**Supply network**

Pins as bars on the die edge. Tap cells in gray.
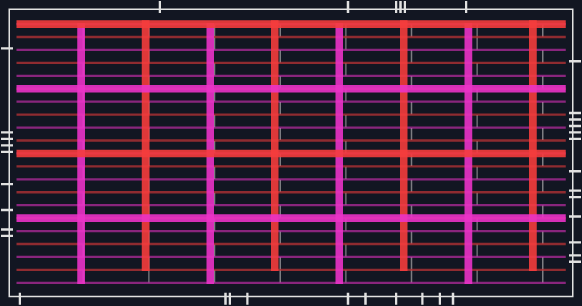
**Clock distribution**

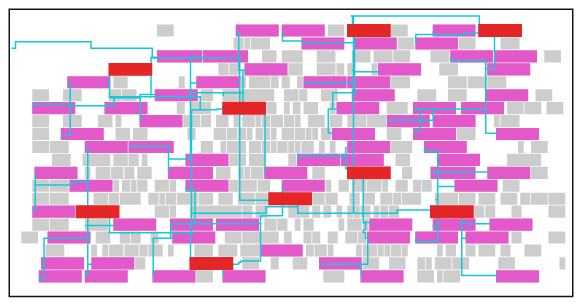
==> config.mk <==
export PLATFORM = sky130hd
export DESIGN_NAME = uart_core_param_flat
export DESIGN_NICKNAME = d
export VERILOG_FILES = /design/src/rtl/uart_core_param_if.sv /design/src/rtl/uart_core_param.sv /design/src/flat_wrapper.sv
export SDC_FILE = /design/constraint.sdc
export NUM_CORES = 1
export LEC_CHECK = 0
export CORE_ASPECT_RATIO = 0.5
export CORE_UTILIZATION = 50
export DETAILED_ROUTE_END_ITERATION = 12
export GPL_ROUTABILITY_DRIVEN = 1
export PLACE_DENSITY = 0.79
export SYNTH_ARGS = -nofsm -noshare
export SYNTH_HDL_FRONTEND = slang
export SYNTH_SLANG_ARGS = --single-unit
==> constraint.sdc <==
create_clock -name clk -period 2.5 [get_ports clk]
set_input_delay 0.25 -clock clk [delete_from_list [all_inputs] [get_ports clk]]
set_output_delay 0.25 -clock clk [all_outputs]
set_load 0.01 [all_outputs]
==> qor.yml <==
mux_share_pct: 9.681
clk_path_buf_depth: 2
viasPerCell: 5.499
fin_crit_sh_pct: 94.47
yosys_warnings: 0
largest_area_cell: "dfrtp_1"
fmax_mhz: 423.4
htreeDepth: 3
power_uw: 2991
holdCritPathClass: "in -> async"
cp_data_required_time_ns: 2.72
wl_per_cell_um: 14.13
hold_slack_ns: 0.2998
clock_latency_ns: 0.33
ys_top_logic_family: "simple AND/OR/NAND/NOR gates"
nNetsFinal: 377
setup_viol_count_final: 0
end_kind: "flop"
postSynth.asyncResetShare_pct: 100.0
crit_buf_inv: 2
synthFlopType: "dfrtp_1"
synth-xor-area-share_pct: 5.193
overflow: 0
synthCells: 302
yosysChipArea_um2: 3373
drv_cap: 0
cp_common_cell: "buf_4"
fp_util_pct: 53.71
grt_pass1_wl_mm: 10.67
cp_max_fo: 10
fill_cells: 473
synth_flops: 71
r2r.worst_path.cells: 8
firstDrtPassIters: 4
cts_root_buf: "clkbuf_16"
ios: 38
drc: 0
synthAdderAreaFrac_pct: 2.596
comb_area_um2: 1538
netlist_area_um2: 3373
placed_cells: 419
track_usage_pct: 19.86
syn_to_final_growth_pct: 25.52
fin_cells: 439
chipArea_um2: 7099
p_leak_uw: 0.001967
path_depth: 8
crit_family: "simple AND/OR/NAND/NOR gates"
most_common_cell: "dfrtp_1"
antenna_found_initial: 0
status: "finished, final reports clean"
final_util_pct: 67.41
area_leaders: "dfrtp_1, mux2_2, nor2_1"
synth-edff-count: 0
diodes: 0
common_cells: "dfrtp_1, nor2_1, mux2_2"
slew_violations: 0
ys_cells: 302
startpoint_type: "flop"
slowest_stage: "or3b_4"
syn_area_per_cell_um2: 11.17
place_area_um2: 3835
clk_pin_slew_worst_paths_ns: 0.06
warnings: 27
die_w_um: 118.2
setup-tns-final_ns: 0
design_area_um2: 4234
compound_area_share_pct: 12.24
dp_hpwl_mm: 4.091
wl_mm: 6.203
detail-route-antenna-nets: 0
arrival_ns: 2.58
drive_gt1_share_pct: 20.51
rows: 20
flop_area_um2: 1783
detail_route.iter0.violations: 115
power_density_nw_per_um2: 706.5
layout_setup_ws_ns: 0.1382
period_needed_ns: 2.362
ys_types: 50
grt_max_degree: 72
clock_skew_ns: 0.003667
synth_top_area_share_pct: 50.45
core-area_um2: 6281
fp_nets: 333
crit_type: "reg -> reg"
hold_violations: 0
ys_seq_share_pct: 52.78
io_buffers: 35
cts_tree: "yes"
slowest_delay_ns: 0.49
place_ws_ns: 0.06901
path_cells: "xnor2_1, nand4_1, buf_4, buf_4, nor4_4, or3b_4, o22ai_1, o21ba_1"
grt_pass1_vias: 2368
r2r_slack_ns: 0.14
gp_congestion: 0.8298
cts.sinks: 71
cts_inserted_buffers: 9
simple_gate_share_pct: 14.65
vias: 2414
Back to the opening pictures, 'supply network':
net	color
VSS	magenta
VDD	red
signal pins	38
met1 rails	21
tap cells	88
met5 straps	4
die y size: 60.08 µm
Peak VDD IR: 0.5878 mV

Back to the opening pictures, 'clock distribution':
[clock-net drivers] red | count: 9
[clock wires] cyan | length: 913 µm
[flip-flops] magenta | count: 71
routed clock nets	10
flops lie	spread over the die
P_clk: 1390 µW
clock share of power: 46.5%

[cells in the final DEF (no fill, tap or decap), types with 2 or more instances in the layout]
cell type,instances
nor2_1,31
and2_1,2
nand2_2,2
nand3b_1,4
nor3_1,3
dfrtp_1,66
buf_4,8
nor2b_1,2
clkbuf_8,2
o21ba_1,7
dfstp_2,3
a21oi_1,7
a22o_1,5
or3_1,2
clkdlybuf4s50_1,34
o21ai_0,9
nand2b_1,6
o32ai_1,2
o22ai_1,7
bufinv_16,2
a21o_1,4
nand4_1,7
nand3_1,8
xnor2_1,11
inv_2,2
o21ai_1,2
and3_1,7
dfrtp_2,2
nand2_1,13
inv_1,8
ha_1,7
xor2_1,8
clkinvlp_4,2
o211ai_1,4
clkbuf_16,9
mux2_2,29
nand3_2,3
[final cells by class]
cell class                      instances  area share, %
Clock inverter                          5          1.891
Sequential cell                        71          42.11
Timing Repair Buffer                   44          10.22
Inverter                               10         0.8865
Multi-Input combinational cell        210          36.32
Clock buffer                           11          5.969
Tap cell                               88          2.600
[layer usage]
metal	vias to the layer above	wire length (µm)	GRT usage, %
li1	1161	-	-
met1	1187	2809	23.04
met2	58	2963	34.37
met3	8	332	7.156
met4	0	97	8.242
met5	-	0	0
[power by group]
| group | switching, µW | leakage (µW) | internal [µW] |
|---|---|---|---|
| sequential | 94.9 | 0.000917 | 1240 |
| clock | 466 | 0.000158 | 925 |
| combinational | 117 | 0.000892 | 154 |
[repair_timing]
item / in CTS / in global routing
pin swaps: 1 / 2
setup endpoints to repair: 1 / 12
buffers inserted: 3 / 1
resized: 3 / 6
hold buffers: 0 / 0
[tightest hold or removal path, delay by kind of cell]
kind | cells | cell delay [ns]
buffers and inverters | 3 | 0.78
Power figures rest on the tool's default switching activity, not on a simulated workload.
